File: src/rtl/md_sched.sv
// md_sched: HI/LO sequencer between the E stage and the multiply/divide core.
// Optional MD_FWD_EN: forward core_hi/core_lo to mfhi/mflo in the done cycle.
module md_sched (
  input  logic        clk,
  input  logic        reset,
  input  logic [3:0]  e_op,
  input  logic [31:0] e_a,
  input  logic [31:0] e_b,
  input  logic        flush,
  output logic        stall,
  output logic [31:0] rd_data,
  output logic        busy,
  output logic [31:0] hi,
  output logic [31:0] lo,
  output logic        core_start,
  output logic [1:0]  core_op,
  output logic [31:0] core_a,
  output logic [31:0] core_b,
  input  logic        core_done,
  input  logic [31:0] core_hi,
  input  logic [31:0] core_lo
);

  typedef enum logic {
    IDLE = 1'b0,
    BUSY = 1'b1
  } state_e;

  state_e      state_q, state_d;
  logic        busy_q, busy_d;
  logic        start_q, start_d;
  logic [1:0]  op_q, op_d;
  logic [31:0] a_q, a_d;
  logic [31:0] b_q, b_d;
  logic [31:0] hi_q, hi_d;
  logic [31:0] lo_q, lo_d;

  logic        is_md;
  logic        is_mt;
  logic        is_mf;
  logic        is_hl;
  logic        is_div;
  logic        sel_hi;
  logic [1:0]  dec_op;
  logic        accept;
  logic        done_ok;
  logic        fwd;

  always_comb begin
    is_md  = 1'b0;
    is_mt  = 1'b0;
    is_mf  = 1'b0;
    is_div = 1'b0;
    sel_hi = 1'b0;
    dec_op = 2'b00;
    case (e_op)
      4'd1: begin is_md = 1'b1; dec_op = 2'b00; end
      4'd2: begin is_md = 1'b1; dec_op = 2'b01; end
      4'd3: begin
        is_md  = 1'b1;
        is_div = 1'b1;
        dec_op = 2'b10;
      end
      4'd4: begin
        is_md  = 1'b1;
        is_div = 1'b1;
        dec_op = 2'b11;
      end
      4'd5: begin is_mt = 1'b1; sel_hi = 1'b1; end
      4'd6: begin is_mt = 1'b1; end
      4'd7: begin is_mf = 1'b1; sel_hi = 1'b1; end
      4'd8: begin is_mf = 1'b1; end
      default: ;
    endcase
    is_hl = is_md | is_mt | is_mf;
  end

  // the launch cycle never completes; done there is a leftover
  assign done_ok = (state_q == BUSY) & core_done & ~start_q;

`ifdef MD_FWD_EN
  assign fwd = done_ok;
`else
  assign fwd = 1'b0;
`endif

  assign accept = (state_q == IDLE) & ~flush & is_hl;
  assign stall  = busy_q & is_hl & ~flush & ~(is_mf & fwd);

  always_comb begin
    rd_data = 32'h0;
    if (is_mf) begin
      if (fwd) begin
        rd_data = sel_hi ? core_hi : core_lo;
      end else begin
        rd_data = sel_hi ? hi_q : lo_q;
      end
    end
  end

  always_comb begin
    state_d = state_q;
    busy_d  = busy_q;
    start_d = 1'b0;
    op_d    = op_q;
    a_d     = a_q;
    b_d     = b_q;
    hi_d    = hi_q;
    lo_d    = lo_q;
    case (state_q)
      IDLE: begin
        if (accept) begin
          // divide by zero is retired silently with HI/LO untouched
          if (is_md && !(is_div && e_b == 32'h0)) begin
            a_d     = e_a;
            b_d     = e_b;
            op_d    = dec_op;
            start_d = 1'b1;
            busy_d  = 1'b1;
            state_d = BUSY;
          end
          if (is_mt && sel_hi) hi_d = e_a;
          if (is_mt && !sel_hi) lo_d = e_a;
        end
      end
      BUSY: begin
        if (done_ok) begin
          hi_d    = core_hi;
          lo_d    = core_lo;
          busy_d  = 1'b0;
          state_d = IDLE;
        end
      end
      default: state_d = IDLE;
    endcase
  end

  always_ff @(posedge clk) begin
    if (!reset) begin
      state_q <= IDLE;
      busy_q  <= 1'b0;
      start_q <= 1'b0;
      op_q    <= 2'b00;
      a_q     <= 32'h0;
      b_q     <= 32'h0;
      hi_q    <= 32'h0;
      lo_q    <= 32'h0;
    end else begin
      state_q <= state_d;
      busy_q  <= busy_d;
      start_q <= start_d;
      op_q    <= op_d;
      a_q     <= a_d;
      b_q     <= b_d;
      hi_q    <= hi_d;
      lo_q    <= lo_d;
    end
  end

  assign busy       = busy_q;
  assign hi         = hi_q;
  assign lo         = lo_q;
  assign core_start = start_q;
  assign core_op    = op_q;
  assign core_a     = a_q;
  assign core_b     = b_q;

endmodule

File: config.mk
export PLATFORM = sky130hd
export DESIGN_NAME = md_sched
export DESIGN_NICKNAME = d
export VERILOG_FILES = /design/src/rtl/md_sched.sv
export SDC_FILE = /design/constraint.sdc
export NUM_CORES = 1
export LEC_CHECK = 0
export CORE_UTILIZATION = 46
export CTS_CLUSTER_DIAMETER = 50
export DETAILED_ROUTE_END_ITERATION = 12
export PLACE_DENSITY_LB_ADDON = 0.12
export SYNTH_ARGS = -nofsm -noshare
export SYNTH_HDL_FRONTEND = slang
export SYNTH_SLANG_ARGS = --single-unit
File: constraint.sdc
create_clock -name clk -period 4.7 [get_ports clk]
set_clock_uncertainty 0.1 [all_clocks]
set_input_delay 1.41 -clock clk [delete_from_list [all_inputs] [get_ports clk]]
set_output_delay 1.41 -clock clk [all_outputs]
set_load 0.005 [all_outputs]
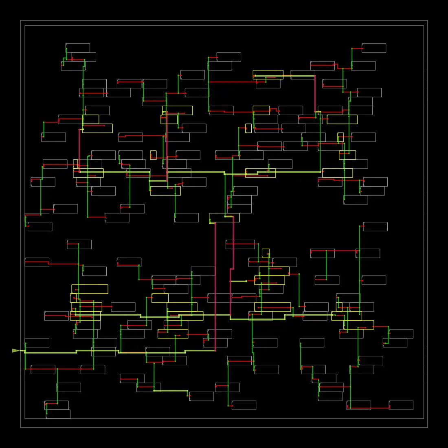
*The clock network, run 1*
Sink Count: 133
sequential cell count: 133
clock buffer count from CTS: 17
Latency at later pin: 0.41 ns
P_clk: 1.38 mW

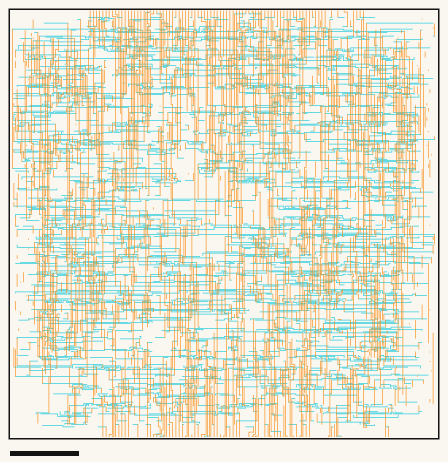
*Routed metal, one colour a layer, run 1*
Bar = 20 µm. Two of the layers only.
layer	colour	wire length
M2	orange	11,700 µm
M1	cyan	10,100 µm

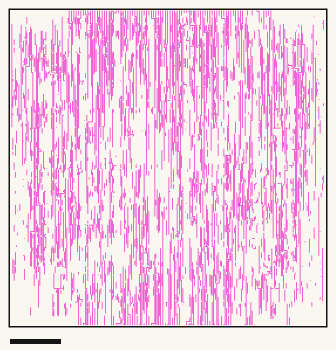
*Met2 routing, run 1*
Bar = 20 µm.
main direction	vertical
nets with wire on the layer	1,050
longest straight run	62.2 µm
share of all routed wire	48%

==> run 1: cell usage in the layout (no fill, tap or decap), drive strengths merged, types with 3 or more instances in the layout <==
cell / instances
nand2: 267
clkdlybuf4s50: 263
dfxtp: 133
a21oi: 99
o211a: 64
dlygate4sd2: 35
and3: 33
nand3: 33
a21boi: 33
a22o: 32
nor2b: 32
a311o: 32
buf: 32
clkbuf: 23
nor4: 10
clkinv: 5
bufinv: 3
==> run 1: cell type report <==
cell class / count / share of cell area (%)
clock buffer: 23 / 4.64
clock inverter: 9 / 1.13
multi-input combinational: 662 / 36.5
sequential: 133 / 24.9
tap: 184 / 2.15
timing repair buffer: 331 / 30.7
==> impl_metrics.tcl, run 1 <==
# yosys + openroad results
set metrics [dict create \
    hold_slack_ns 0.360 \
    drc_errors 0 \
    cpPeakStageDelay_ns 0.44 \
    grt_pass1_vias 6876 \
    power.density_nw_per_um2 295 \
    top_area_share_pct 38.9 \
    hold_class "flip-flop to flip-flop" \
    timing.final.ws_setup_ns 0.118 \
    die_h_um 124 \
    drt-met1-wl_mm 10.1 \
    clk_path_buf_depth 2 \
    grt_overflow_total 0 \
    route.met3.wl_mm 2.21 \
    syn-num-nets 1014 \
    rows 44 \
    fin_cells 1342 \
    max_slew_margin_pct 25.2 \
    area_growth_syn_to_layout_pct 56.6 \
    pre_cts_ws_ns -0.138 \
    flop_cell "dfxtp_1" \
    routed_wirelength_mm 24.5 \
    common_cells "267 x nand2_1, 133 x dfxtp_1, 99 x a21oi_1" \
    final_core_util_pct 73.8 \
    p_leak_nw 4.98 \
    clockRootBuffer "clkbuf_16" \
    power-top-group "clock" \
    synth-xor-area-share_pct 0.256 \
    placed_cell_area_um2 10000 \
    hold_start "core_op[0]" \
    r2r_slack_ns 1.88 \
    ys_sh_mux_pct 0.146 \
    yosysCellCount 878 \
    p_switching_uw 769 \
    drt_iter0_drc 697 \
    pg_comb_uw 533 \
    period_minus_slack_ns 4.58 \
    comb_power_share_pct 16.8 \
    ir_drop_v 0.000249 \
    use_met1_pct 39.1 \
    synth-seq-cells 133 \
    die_area_um2 15400 \
    initCoreUtil_pct 47.1 \
    port_buffers 300 \
    synth.comb.largest_family "AND-OR/OR-AND gates" \
    final_layout_size_suffix_gt1_share_pct 6.48 \
    setup_viol 0 \
    tool_warnings 28 \
    core_um2 14500 \
    antenna_found_initial 0 \
    synth.cellmix.simpleShare_pct 25.5 \
    cts_max_level 4 \
    fmax_mhz 218 \
    die_w_um 124 \
    cp.depth 8 \
    met3_usage_pct 9.57 \
    maxSlewViolCount 0 \
    cp.required_ns 3.19 \
    cp_slowest_cell "clkdlybuf4s50_1" \
    synth-compound-area-share_pct 30.1 \
    ff2ff_path_depth 6 \
    finalPower_mw 3.17 \
    period_used_pct 97.5 \
    ys_warn_count 0 \
    synth.avg_cell_area_um2 7.80 \
    path_clk_slew_ns 0.05 \
    status "finished clean" \
    cts_tree "yes" \
]
## Run 2: what changed since run 1
--- a/config.mk
+++ b/config.mk
@@ -5,9 +5,10 @@
 export SDC_FILE = /design/constraint.sdc
 export NUM_CORES = 1
 export LEC_CHECK = 0
-export CORE_UTILIZATION = 46
+export CORE_UTILIZATION = 43
 export CTS_CLUSTER_DIAMETER = 50
 export DETAILED_ROUTE_END_ITERATION = 12
+export HOLD_SLACK_MARGIN = 0.05
 export PLACE_DENSITY_LB_ADDON = 0.12
 export SYNTH_ARGS = -nofsm -noshare
 export SYNTH_HDL_FRONTEND = slang
==> constraint.sdc (replaced) <==
create_clock -name clk -period 4.8 [get_ports clk]
set_clock_uncertainty 0.1 [all_clocks]
set_input_delay 1.44 -clock clk [delete_from_list [all_inputs] [get_ports clk]]
set_output_delay 1.44 -clock clk [all_outputs]
set_load 0.005 [all_outputs]
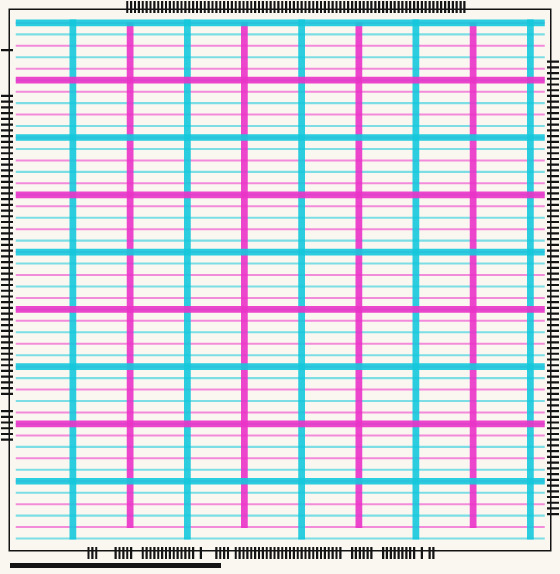
*Supply network, run 2*
Bar = 50 µm. Pins as bars on the die edge.
net	colour
VDD	magenta
VSS	cyan
signal pins	301
met1 rails	46
core area: 15,400 µm²
Peak VDD IR: 0.000332 V
Die Height: 128 µm
width of the die: 128 µm

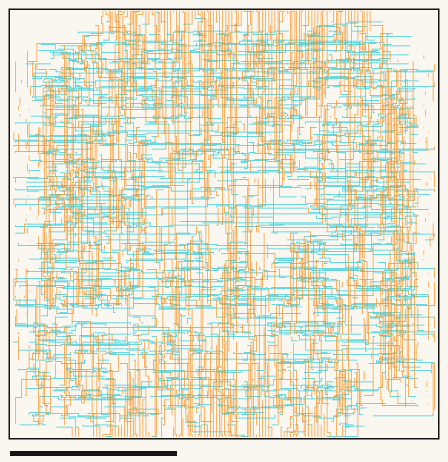
*Routed metal, one colour a layer, run 2*
Bar = 50 µm. Two of the layers only.
layer	colour	wire length
M2	orange	12,000 µm
M1	cyan	10,900 µm
WL per Instance: 18.4 µm
Vias: 7,725

==> run 2 against run 1 <==
Sequential share of layout area decreased by 0.19 points. Non-clock buffer count up 6. Global-route usage decreased by 1.2 points. Via count is 1.7% higher. Area after synthesis is the same. Cell count is 2.5% higher. Critical endpoint is now rd_data[30]. Highest routed layer unchanged.
==> impl_metrics.tcl, run 2 <==
# yosys + openroad results
set metrics [dict create \
    status "finished clean" \
    hold_slack_ns 0.358 \
    lay_top_cells "267 x nand2_1, 264 x clkdlybuf4s50_1, 132 x dfxtp_1" \
    cp.required_ns 3.26 \
    synth.cellmix.simpleShare_pct 25.5 \
    clk_path_buf_depth 2 \
    hold_class "flip-flop to flip-flop" \
    die_area_um2 16400 \
    final-hold-violation-count 0 \
    port_buffers 300 \
    cp_slowest_cell "clkdlybuf4s50_1" \
    cp.depth 9 \
    met3_usage_pct 5.88 \
    max_cap_violations 0 \
    area_leaders "dfxtp_1 39%, nand2_1 15%, o211a_1 9.4%" \
    synth.comb.largest_family "AND-OR/OR-AND gates" \
    hold_start "core_op[0]" \
    power.density_nw_per_um2 289 \
    drc_errors 0 \
    p_leak_nw 5.10 \
    synth-compound-area-share_pct 30.1 \
    synth-xor-area-share_pct 0.256 \
    routed_wirelength_mm 25.3 \
    fmax_mhz 211 \
    r2r_slack_ns 2.04 \
    yosysCellCount 878 \
    worstSetupEndpointType "output pin" \
    final_common_cell "nand2_1" \
    tool_warnings 29 \
    comb_power_share_pct 16.8 \
    initCoreUtil_pct 44.5 \
    period_minus_slack_ns 4.74 \
    p_sw_share_pct 24.7 \
    finalPower_mw 3.13 \
    pre_cts_ws_ns -0.0966 \
    ys_sh_mux_pct 0.146 \
    cp-endpoint "rd_data[30]" \
    clockRootBuffer "clkbuf_16" \
    cts_max_level 4 \
    drt_iter0_drc 606 \
    max_slew_margin_pct 23.5 \
    common_cells "267 x nand2_1, 133 x dfxtp_1, 99 x a21oi_1" \
    insertion_delay_ns 0.43 \
    power-top-group "clock" \
    synth.avg_cell_area_um2 7.80 \
    top_area_share_pct 38.9 \
    timing.final.ws_setup_ns 0.0577 \
    setup_viol 0 \
    grt_overflow_total 0 \
    path_clk_slew_ns 0.05 \
    p_int_mw 2.36 \
    syn-num-nets 1014 \
    flop_cell "dfxtp_1" \
    worstSetupPathType "input pin to output pin" \
    ff2ff_path_depth 5 \
    powerClk_mw 1.38 \
    antenna_found_initial 0 \
    placed_cell_area_um2 10100 \
    pg_comb_uw 524 \
    ys_warn_count 0 \
    final_core_util_pct 70.3 \
    area_growth_syn_to_layout_pct 57.8 \
    critPathArrivalTime_ns 3.20 \
    route.met3.wl_mm 1.83 \
    maxSlewViolCount 0 \
    synth-seq-cells 133 \
    use_met1_pct 39.1 \
    final_layout_size_suffix_gt1_share_pct 6.96 \
    grt_pass1_vias 6849 \
    cpPeakStageDelay_ns 0.47 \
    clock-sinks 133 \
]
-- run 2: layout make-up --
type | instances | area [µm²] | area share, %
Multi-Input combinational cell | 662 | 3920 | 36.3
Timing Repair Buffer | 337 | 3320 | 30.7
Sequential cell | 133 | 2670 | 24.7
Clock buffer | 26 | 551 | 5.09
Tap cell | 211 | 264 | 2.44
Clock inverter | 6 | 85.1 | 0.787
-- run 2: timing repair --
item	4_1_cts	5_1_grt
gates cloned	3	0
hold buffers	0	0
pin swaps	1	1
setup endpoints to repair	33	10
setup buffers	2	3
gates resized	36	12
-- run 2: tightest hold or removal path: stages, from the launching register on --
cell     delay [ns]
dfxtp_1        0.30
nand2_1        0.05
mux2i_1        0.06
Power is estimated from default activity; no workload was simulated.
